**config.mk**
```make
export PLATFORM = sky130hd
export DESIGN_NAME = pc_fetch_sequencer
export DESIGN_NICKNAME = d
export VERILOG_FILES = /design/src/rtl/pc_fetch_sequencer.sv
export SDC_FILE = /design/constraint.sdc
export NUM_CORES = 1
export LEC_CHECK = 0
export CORE_MARGIN = 1.5
export CORE_UTILIZATION = 45
export CTS_CLUSTER_DIAMETER = 100
export DETAILED_ROUTE_END_ITERATION = 8
export PLACE_DENSITY_LB_ADDON = 0.1
export SLEW_MARGIN = 30
export SYNTH_ARGS = -nofsm -noshare
export SYNTH_HDL_FRONTEND = slang
export SYNTH_SLANG_ARGS = --single-unit
```
**constraint.sdc**
```tcl
create_clock -name Clk -period 5.7 [get_ports Clk]
set_clock_uncertainty 0.15 [all_clocks]
set_input_delay 1.425 -clock Clk [delete_from_list [all_inputs] [get_ports Clk]]
set_output_delay 1.425 -clock Clk [all_outputs]
set_load 0.005 [all_outputs]
```
**src/rtl/pc_fetch_sequencer.sv**
```systemverilog
// ---------------------------------------------------------------------------
// pc_fetch_sequencer
//
// Purpose
//   Owns the architectural PC on the consumer side of the next-PC path.
//   Issues sequential fetch requests to instruction memory with a
//   valid/ready handshake. Resolved control-transfer targets from the
//   target adder redirect fetch. A fixed-length Flush squashes wrong-path
//   work. A target that is not word aligned parks the block in an error
//   state until reset. PC + PC_STEP is returned to the adder.
//
// Parameters
//   PC_WIDTH     width of the PC and target buses
//   RESET_PC     PC loaded on reset
//   PC_STEP      sequential increment in bytes
//   FLUSH_DEPTH  cycles Flush is held per redirect (1..7)
//
// Ports
//   Clk              in   rising-edge clock
//   Reset            in   synchronous, active-high reset
//   Stall            in   hazard stall; blocks new requests, never withdraws one
//   RedirectValid    in   resolved control transfer this cycle
//   RedirectControl  in   0=branch 1=jr 2=jump 3=none
//   RedirectTarget   in   target address from the adder
//   FetchReady       in   imem accepts a request this cycle
//   FetchValid       out  fetch request valid
//   FetchPC          out  address of the fetch request
//   PCPlus4          out  FetchPC + PC_STEP (combinational)
//   Flush            out  squash younger pipeline slots
//   RedirectAck      out  one-cycle pulse when a redirect is captured
//   Misaligned       out  sticky: a captured target had [1:0] != 0
//   RedirectCount    out  saturating count of captured redirects
//                         (present only when REDIRECT_COUNT_EN is defined)
//
// Configuration macro
//   REDIRECT_COUNT_EN  adds the RedirectCount port and its counter.
// ---------------------------------------------------------------------------
module pc_fetch_sequencer #(
    parameter int                     PC_WIDTH    = 32,
    parameter logic [PC_WIDTH-1:0]    RESET_PC    = '0,
    parameter int                     PC_STEP     = 4,
    parameter int                     FLUSH_DEPTH = 2
) (
    input  logic                Clk,
    input  logic                Reset,
    input  logic                Stall,
    input  logic                RedirectValid,
    input  logic [1:0]          RedirectControl,
    input  logic [PC_WIDTH-1:0] RedirectTarget,
    input  logic                FetchReady,
    output logic                FetchValid,
    output logic [PC_WIDTH-1:0] FetchPC,
    output logic [PC_WIDTH-1:0] PCPlus4,
    output logic                Flush,
    output logic                RedirectAck,
    output logic                Misaligned
`ifdef REDIRECT_COUNT_EN
    ,
    output logic [15:0]         RedirectCount
`endif
);

    localparam logic [PC_WIDTH-1:0] STEP_C     = PC_WIDTH'(PC_STEP);
    localparam logic [2:0]          FLUSH_INIT = 3'(FLUSH_DEPTH);

    typedef enum logic [1:0] {
        ST_RUN   = 2'd0,
        ST_FLUSH = 2'd1,
        ST_ERROR = 2'd2
    } state_t;

    state_t                state_r;
    state_t                state_s;
    logic [PC_WIDTH-1:0]   pc_r;
    logic [PC_WIDTH-1:0]   pc_s;
    logic                  fetch_valid_r;
    logic                  fetch_valid_s;
    logic                  flush_r;
    logic                  flush_s;
    logic                  ack_r;
    logic                  ack_s;
    logic                  misaligned_r;
    logic                  misaligned_s;
    logic [2:0]            flush_cnt_r;
    logic [2:0]            flush_cnt_s;
    logic                  capture_s;
    logic                  transfer_s;

    // Redirects are only believed in RUN; in FLUSH they come from the squashed path.
    assign capture_s  = (state_r == ST_RUN) && RedirectValid && (RedirectControl != 2'd3);
    assign transfer_s = fetch_valid_r && FetchReady;

    // Next-state and next-output logic for the fetch FSM.
    always_comb begin
        state_s       = state_r;
        pc_s          = pc_r;
        fetch_valid_s = fetch_valid_r;
        flush_s       = flush_r;
        ack_s         = 1'b0;
        misaligned_s  = misaligned_r;
        flush_cnt_s   = flush_cnt_r;

        case (state_r)
            ST_RUN: begin
                flush_s = 1'b0;
                if (capture_s) begin
                    // Redirect outranks a same-cycle transfer: the accepted
                    // fetch is squashed and the PC does not step past it.
                    pc_s          = RedirectTarget;
                    ack_s         = 1'b1;
                    flush_s       = 1'b1;
                    fetch_valid_s = 1'b0;
                    if (RedirectTarget[1:0] != 2'b00) begin
                        misaligned_s = 1'b1;
                        state_s      = ST_ERROR;
                    end else begin
                        state_s     = ST_FLUSH;
                        flush_cnt_s = FLUSH_INIT;
                    end
                end else if (transfer_s) begin
                    pc_s          = pc_r + STEP_C;
                    fetch_valid_s = !Stall;
                end else if (fetch_valid_r) begin
                    // A raised request stays up until accepted, stall or not.
                    fetch_valid_s = 1'b1;
                end else begin
                    fetch_valid_s = !Stall;
                end
            end
            ST_FLUSH: begin
                if (flush_cnt_r <= 3'd1) begin
                    state_s       = ST_RUN;
                    flush_s       = 1'b0;
                    fetch_valid_s = !Stall;
                    flush_cnt_s   = 3'd0;
                end else begin
                    flush_cnt_s   = flush_cnt_r - 3'd1;
                    flush_s       = 1'b1;
                    fetch_valid_s = 1'b0;
                end
            end
            ST_ERROR: begin
                flush_s       = 1'b0;
                fetch_valid_s = 1'b0;
            end
            default: begin
                state_s       = ST_RUN;
                flush_s       = 1'b0;
                fetch_valid_s = 1'b0;
                flush_cnt_s   = 3'd0;
            end
        endcase
    end

    // State and output registers; reset overrides every input, including mid-flush.
    always_ff @(posedge Clk) begin
        if (Reset) begin
            state_r       <= ST_RUN;
            pc_r          <= RESET_PC;
            fetch_valid_r <= 1'b0;
            flush_r       <= 1'b0;
            ack_r         <= 1'b0;
            misaligned_r  <= 1'b0;
            flush_cnt_r   <= 3'd0;
        end else begin
            state_r       <= state_s;
            pc_r          <= pc_s;
            fetch_valid_r <= fetch_valid_s;
            flush_r       <= flush_s;
            ack_r         <= ack_s;
            misaligned_r  <= misaligned_s;
            flush_cnt_r   <= flush_cnt_s;
        end
    end

    assign FetchValid  = fetch_valid_r;
    assign FetchPC     = pc_r;
    assign PCPlus4     = pc_r + STEP_C;
    assign Flush       = flush_r;
    assign RedirectAck = ack_r;
    assign Misaligned  = misaligned_r;

`ifdef REDIRECT_COUNT_EN
    logic [15:0] redirect_count_r;

    // Saturating count of captured redirects; moves in step with RedirectAck.
    always_ff @(posedge Clk) begin
        if (Reset) begin
            redirect_count_r <= 16'd0;
        end else if (ack_s && (redirect_count_r != 16'hFFFF)) begin
            redirect_count_r <= redirect_count_r + 16'd1;
        end else begin
            redirect_count_r <= redirect_count_r;
        end
    end

    assign RedirectCount = redirect_count_r;
`endif

endmodule

```
**Run 1: where the registers sit**

(6 px per µm)
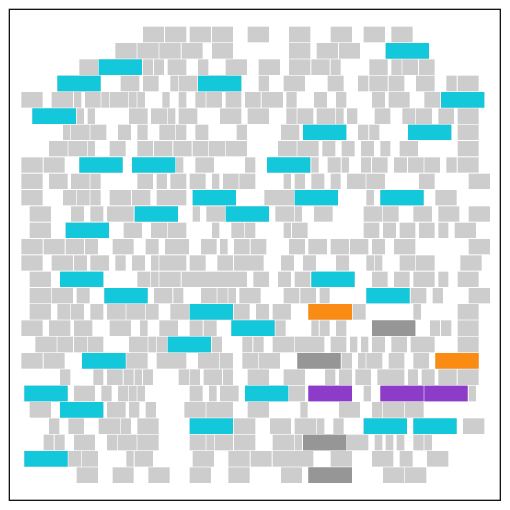
Key: purple = flush_cnt_r [sequential cells 3]; cyan = FetchPC [sequential cells 32, where all over the die]; orange = state_r [sequential cells 2]
Another 4 sequential cells are not coloured.

**Run 1: placement view**

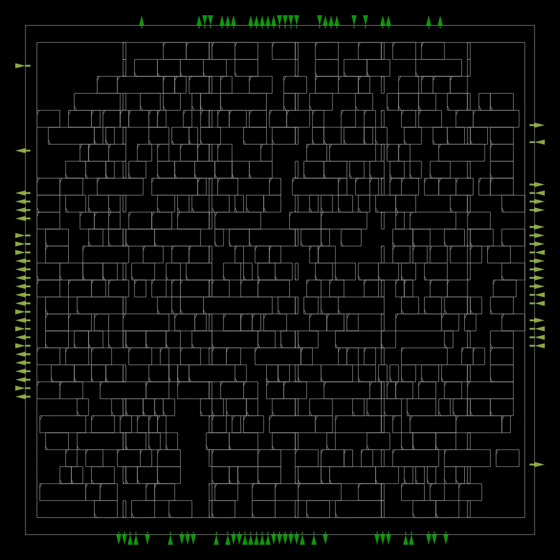
Finished Core Util: 66.83%
seq_cells: 41
Seq area share: 20.62%
FP Rows: 28
Filler cells: 550

**Run 1: wires at chosen ports, followed through buffers**

(6 px per µm)
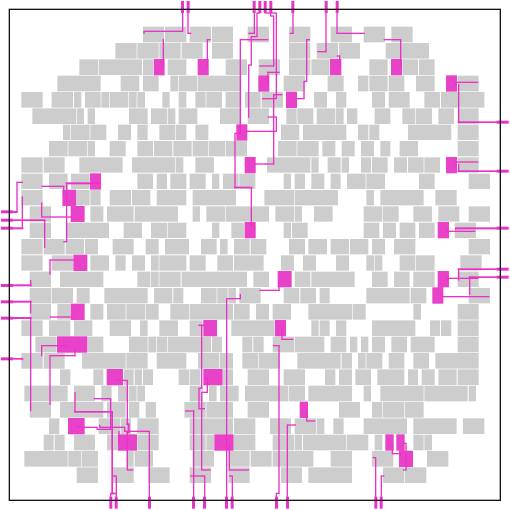
Key: magenta = RedirectTarget [direction input, end cells 33, wire 629 µm]

**Run 1: routed metal, one colour a layer**

(4 px per µm) Two of the layers only.
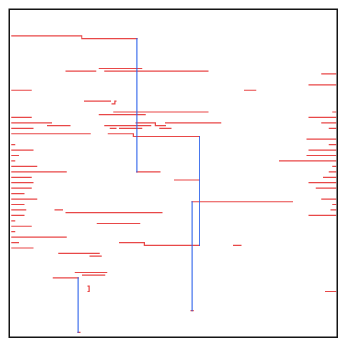
Key: red = met3 [wire length 547 µm]; blue = met4 [wire length 101 µm]

## run 1: how the worst max path moves through the flow
stage	depth (start not counted)	from	to
after detailed placement	5	FetchPC[7]	PCPlus4[25]
after floorplan	6	FetchPC[2]	PCPlus4[26]
after CTS	5	FetchPC[7]	PCPlus4[25]
after global placement	5	FetchPC[7]	PCPlus4[25]
after global routing	6	FetchPC[2]	PCPlus4[30]
final	6	FetchPC[3]	PCPlus4[30]
## run 1: tightest hold or removal path, cell delays in order, from the launching register on
cell     delay, ns
dfxtp_1       0.33
nand2_1       0.05
a21oi_1       0.05
## run 1: per-stage QoR
| stage | instances | setup WS, ns |
|---|---|---|
| 6_report | 521 | 1.138 |
| 3_3_place_gp | 513 | 1.404 |
| 3_5_place_dp | 513 | 1.312 |
| 4_1_cts | 521 | 0.9668 |
| 2_1_floorplan | 357 | 2.179 |
| 5_1_grt | 521 | 0.8893 |
## run 1: per-layer routing
| layer | vias up | GRT usage [%] |
|---|---|---|
| li1 | 1529 | - |
| met1 | 1487 | 37.13 |
| met2 | 108 | 44.46 |
| met3 | 9 | 5.111 |
| met4 | 0 | 5.932 |
| met5 | - | 0 |
## run 1: area by class of cell
type                    instances  area (µm²)  share of cell area, %
multi-input cells             276        1814                  45.58
well taps                      75       93.84                  2.358
inverters                      10       37.54                 0.9431
repair buffers                111        1099                  27.60
clock buffers                   5       68.82                  1.729
flip-flops and latches         41       820.8                  20.62
clock inverters                 3       46.29                  1.163
## run 1: sequential cells by signal (all words and copies together), names as in the netlist
name / cells
FetchPC: 32
flush_cnt_r: 3
state_r: 2
FetchValid: 1
Flush: 1
Misaligned: 1
RedirectAck: 1
==> reports/metrics.cfg, run 1 <==
[critical_path]
rrSetupSlack_ns = 3.15
arrival_ns = 2.99
r2r_end = FetchPC[17]
crit_slowest_cell = or4_1
critPathKind = reg -> out
crit_fanout = 8
cp.required_ns = 4.12
crit_path_end_kind = primary output
reg2reg_from = state_r[0]
reg2reg_depth = 4
worst_setup_path_start_kind = flip-flop
path_cells = ha_1, nand3_1, or4_1, or3_1, xnor2_1, clkdlybuf4s50_1
path_buffers = 1
crit_family = simple AND/OR/NAND/NOR gates
max_stage_delay_ns = 0.61

[power_and_ir_drop]
maxPowerGroup = sequential cells
ir_drop_mv = 0.1232
power-per-cell-area_mw_per_mm2 = 192.2
switching_share_pct = 28.83
combPwrFrac_pct = 24.4
power_frac_seq_pct = 43.3
power_uw = 764.8
powerComb_uw = 187
switching_power_uw = 220.5
powerClk_uw = 247
seq_power_uw = 331
p_leak_nw = 1.400
p_int_uw = 544.4
pwr-share-clk_pct = 32.3

[yosys]
ys_ff = 41
top_area_cell = dfxtp_1
synth_stat.cells = 357
synth.distinct_cells = 49
yosys.area.top_type_share_pct = 29.52
avgSynthCellArea_um2 = 7.788
synth_nets = 398
synth_cells = 357
mux_area_share_pct = 0.3600
synth.most_common_cell = dfxtp_1
synth-seq-area-share_pct = 29.52
fa_ha_area_share_pct = 0.9001
synthFlopType = dfxtp_1
edf_count = 0
yosys_warnings = 0
aoi_share_pct = 27.32
async_flop_share_pct = 0
syn_area_mm2 = 0.002780
ys_sh_simple_pct = 27.68
top_cells_by_count = dfxtp_1 (41), nand3_1 (30), o211ai_1 (27)
synth-xor-area-share_pct = 8.191
logic_family = simple AND/OR/NAND/NOR gates
yosys_area_mm2 = 0.002780
yosys-top-cells-area = dfxtp_1 (30%), o211ai_1 (7.3%), nand3_1 (5.4%)

[final_layout]
n_antenna_cell = 0
layout-drive-gt1-share_pct = 5.157
finalInstanceArea_mm2 = 0.003980
syn_to_final_growth_pct = 43.16
lay_top_count = clkdlybuf4s50_1
final_nets = 486
most-common-layout-cells = clkdlybuf4s50_1 (106), dfxtp_1 (41), nand3_1 (30), o211ai_1 (27), nand2_1 (21)

[clocking]
clock_latency_ns = 0.30
cts_max_level = 2
ctsHoldBuffers = 0
clk_pin_slew_ns = 0.09
cts_setup_buffers = 0
clk_path_buf_depth = 2
cts_resized = 0
cts_tree = done
cts_buffers = 5
root_buffer = clkbuf_8
clock-sinks = 41

[global_routing]
grt_pass1_vias = 2814
grt_start_max_net_pins = 35
antenna_found_initial = 0
grt_first_pass_wirelength_mm = 14.14
grt.overflow.total = 0
grt_usage_pct = 27.18

[drt]
top_layer_used = met4
dr.pass1.iters = 5
route.detailed.drc = 0
vias_per_cell = 6.013
first_iter_violations = 168
vias = 3133
wl_per_cell_um = 17.03
drt-met1-wl_mm = 4.007
wl_met2_mm = 4.219
wl_met3_um = 547
ant_nets = 0
drt-total-wl_mm = 8.875

[floorplan]
initCoreUtil_pct = 46.68
fp.dieW_um = 81.60
die-area_mm2 = 0.006659
io_pins = 107
chipHeight_um = 81.60
core-area_mm2 = 0.005956

[placement]
gp_congestion = 0.8712
io_buffers = 106
dpl_cell_area_mm2 = 0.003851
place_hpwl_mm = 6.238

[timing]
finalClockPeriodUsage_pct = 80.04
holdWs_ns = 0.3259
timing.fmax_mhz = 219.2
fin_tns_setup_ns = 0
worst_pin_slew_ns = 0.8563
grt_setup_unrepaired = no
slew_viol_final = 0
slew_headroom_pct = 42.40
period_minus_slack_ns = 4.562
final_hold_viol_count = 0
setup_viol = 0

[flow_run]
maxCapViolations = 0
tool_warnings = 26

[hold_path]
hp-start = FetchPC[0]
hold_class = reg -> reg
min_path_cells = 2
hold_path_end = FetchPC[0]

[run_status]
status = finished clean

==> run 2, diff against run 1 <==
--- a/config.mk
+++ b/config.mk
@@ -6,7 +6,7 @@
 export NUM_CORES = 1
 export LEC_CHECK = 0
 export CORE_MARGIN = 1.5
-export CORE_UTILIZATION = 45
+export CORE_UTILIZATION = 40
 export CTS_CLUSTER_DIAMETER = 100
 export DETAILED_ROUTE_END_ITERATION = 8
 export PLACE_DENSITY_LB_ADDON = 0.1
==> constraint.sdc (replaced) <==
create_clock -name Clk -period 3.7 [get_ports Clk]
set_clock_uncertainty 0.15 [all_clocks]
set_input_delay 0.925 -clock Clk [delete_from_list [all_inputs] [get_ports Clk]]
set_output_delay 0.925 -clock Clk [all_outputs]
set_load 0.005 [all_outputs]
==> run 2 against run 1 <==
Critical path depth stayed put; area after synthesis stayed put; routed wire length is 1.5% higher; core utilization is 5.7 points lower; via count is 1.3% higher.
==> reports/metrics.cfg, run 2 <==
[run_status]
status = finished clean

[drt]
first_iter_violations = 179
ant_nets = 0
vias = 3174
dr.pass1.iters = 4
vias_per_cell = 5.900
drt-total-wl_mm = 9.006
route.detailed.drc = 0
wl_per_cell_um = 16.74

[final_layout]
finalInstanceArea_mm2 = 0.004131
n_antenna_cell = 0
final_nets = 498
syn_to_final_growth_pct = 48.60
largest_reg_flops = 32
area.sequential_um2 = 834.6
comb_area_mm2 = 0.001853
layout-drive-gt1-share_pct = 10.92
lay_top_count = clkdlybuf4s50_1
most-common-layout-cells = clkdlybuf4s50_1 (105), dfxtp_1 (34), nand3_1 (29), o211ai_1 (27), nand2_1 (21)

[floorplan]
die-area_mm2 = 0.007460
rows = 30
fp.dieW_um = 86.37
io_pins = 107
chipHeight_um = 86.37
initCoreUtil_pct = 41.15

[critical_path]
path_buffers = 2
max_stage_delay_ns = 0.58
critPathKind = reg -> out
crit_family = simple AND/OR/NAND/NOR gates
crit_path_end_kind = primary output
arrival_ns = 2.52
path_cells = nand3_2, buf_4, or4_4, nor2_4, xor2_2, clkdlybuf4s50_1
crit_slowest_cell = or4_4
rrSetupSlack_ns = 1.47
worst_setup_path_start_kind = flip-flop
cp.required_ns = 2.62
crit_fanout = 10

[timing]
timing.fmax_mhz = 278.4
final_hold_viol_count = 0
worst_pin_slew_ns = 0.6922
slew_headroom_pct = 53.68
slew_viol_final = 0
period_minus_slack_ns = 3.592
holdWs_ns = 0.3280
finalClockPeriodUsage_pct = 97.07
setup_viol = 0

[yosys]
async_flop_share_pct = 0
top_cells_by_count = dfxtp_1 (41), nand3_1 (30), o211ai_1 (27)
synth.most_common_cell = dfxtp_1
synth_nets = 398
yosys.area.top_type_share_pct = 29.52
yosys_warnings = 0
edf_count = 0
top_area_cell = dfxtp_1
avgSynthCellArea_um2 = 7.788
synth-seq-area-share_pct = 29.52
yosys-top-cells-area = dfxtp_1 (30%), o211ai_1 (7.3%), nand3_1 (5.4%)
synth.distinct_cells = 49
ys_ff = 41
yosys_area_mm2 = 0.002780
synthFlopType = dfxtp_1
syn_area_mm2 = 0.002780
synth_cells = 357
synth_stat.cells = 357

[clocking]
clk_path_buf_depth = 2
cts_tree = done
clock_latency_ns = 0.30
cts_setup_buffers = 0
cts_buffers = 5
root_buffer = clkbuf_8
ctsHoldBuffers = 0
cts_max_level = 2
clock-sinks = 41
clk_pin_slew_ns = 0.09

[flow_run]
maxCapViolations = 0
tool_warnings = 27

[power_and_ir_drop]
powerComb_uw = 291
switching_power_uw = 338.4
power_mw = 1.181
switching_share_pct = 28.65
combPwrFrac_pct = 24.6
pwr-share-clk_pct = 32.1
power_frac_seq_pct = 43.3
seq_power_uw = 511
ir_drop_mv = 0.1675
power-per-cell-area_mw_per_mm2 = 286.0
powerClk_uw = 379
maxPowerGroup = sequential cells
p_int_uw = 843.0
p_leak_nw = 1.488

[global_routing]
grt_start_max_net_pins = 42
antenna_found_initial = 0
grt_pass1_vias = 2930
grt.overflow.total = 0
grt_usage_pct = 24.90
grt_first_pass_wirelength_mm = 14.77

[placement]
io_buffers = 106
place_hpwl_mm = 6.219
gp_congestion = 0.8394
dpl_cell_area_mm2 = 0.003948

[hold_path]
hold_class = reg -> reg

-- run 2: netlist changes by cell type in the layout (fill, tap and decap cells not counted), sizes merged --
cell / before / now
clkdlybuf4s50: 106 / 105
buf: 5 / 17
dlymetal6s2s: 0 / 1
-- run 2: cell type report --
class	count	share of cell area (%)
clock buffers	5	1.666
clock inverters	3	1.121
inverters	10	0.9085
multi-input cells	276	44.85
flip-flops and latches	41	20.20
well taps	80	2.423
repair buffers	123	28.83
-- run 2: what timing repair did --
item	4_1_cts	5_1_grt
pin swaps	0	0
gates cloned	0	0
setup endpoints to repair	6	5
resized	5	16
-- run 2: path summary, 6_finish.rpt --
path            endpoint  cells past startpoint       start
max reg2reg  FetchPC[18]                      5  FetchPC[6]
min           FetchPC[1]                      2  FetchPC[1]
max          PCPlus4[18]                      6  FetchPC[6]
min reg2reg   FetchPC[1]                      2  FetchPC[1]
-- run 2: kinds of logic after synthesis --
kind of cell	Yosys count	share of synthesized area, %
AOI/OAI and AO/OA	106	27.32
xor gates and xnor gates	26	8.191
adders and majority gates	2	0.8999
buffers and inverters	40	6.031
DFF	41	29.52
muxes	1	0.3601
and+or+nand+nor	141	27.68
-- run 2: routing by layer --
layer	GRT usage (%)	up-vias	routed length, µm
met2	39.42	118	4230
met5	0	-	0
li1	-	1552	-
met1	34.99	1495	4019
met4	6.598	0	88
met3	4.286	9	668
-- run 2: stage by stage --
step,instances,setup slack [ns],TNS [ns]
4_1_cts,538,-0.02169,-0.02169
3_5_place_dp,530,0.2359,0
3_3_place_gp,530,0.2401,0
2_1_floorplan,357,0.6793,0
5_1_grt,538,-0.004180,-0.005425
6_report,538,0.1085,0
**Run 2: placement view**

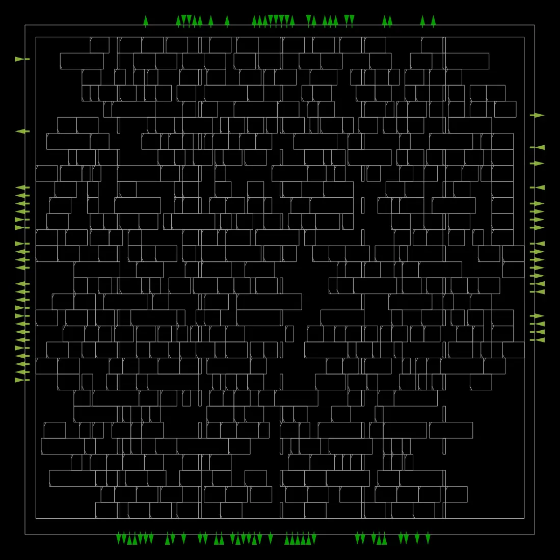
Core ar.: 0.006756 mm²
Finished Core Util: 61.15%
Filler cells: 628
Non-Filler Instances: 538

**Run 2: where the registers sit**

(6 px per µm)
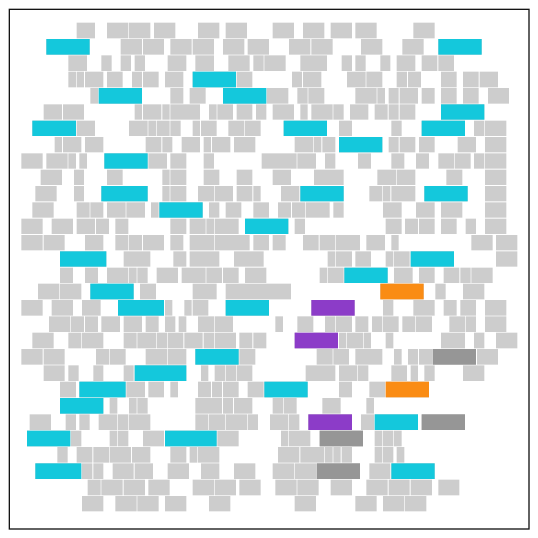
Key: purple = flush_cnt_r [sequential cells 3]; cyan = FetchPC [sequential cells 32, where all over the die]; orange = state_r [sequential cells 2]
Another 4 sequential cells are not coloured.

**Run 2: wires at chosen ports, followed through buffers**

(6 px per µm)
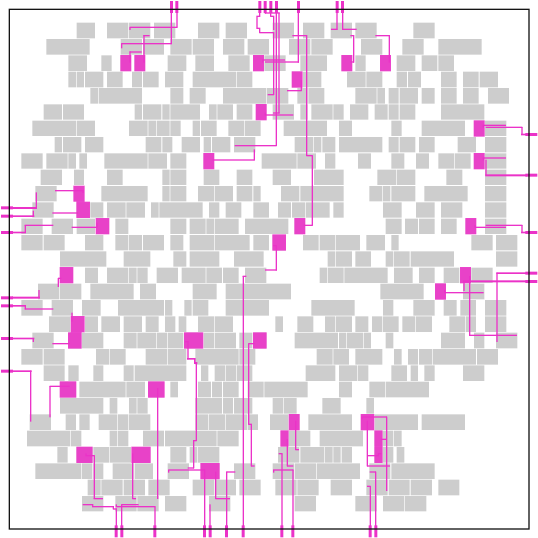
Key: magenta = RedirectTarget [direction input, end cells 33, wire 641 µm]

Power figures rest on the tool's default switching activity, not on a simulated workload.
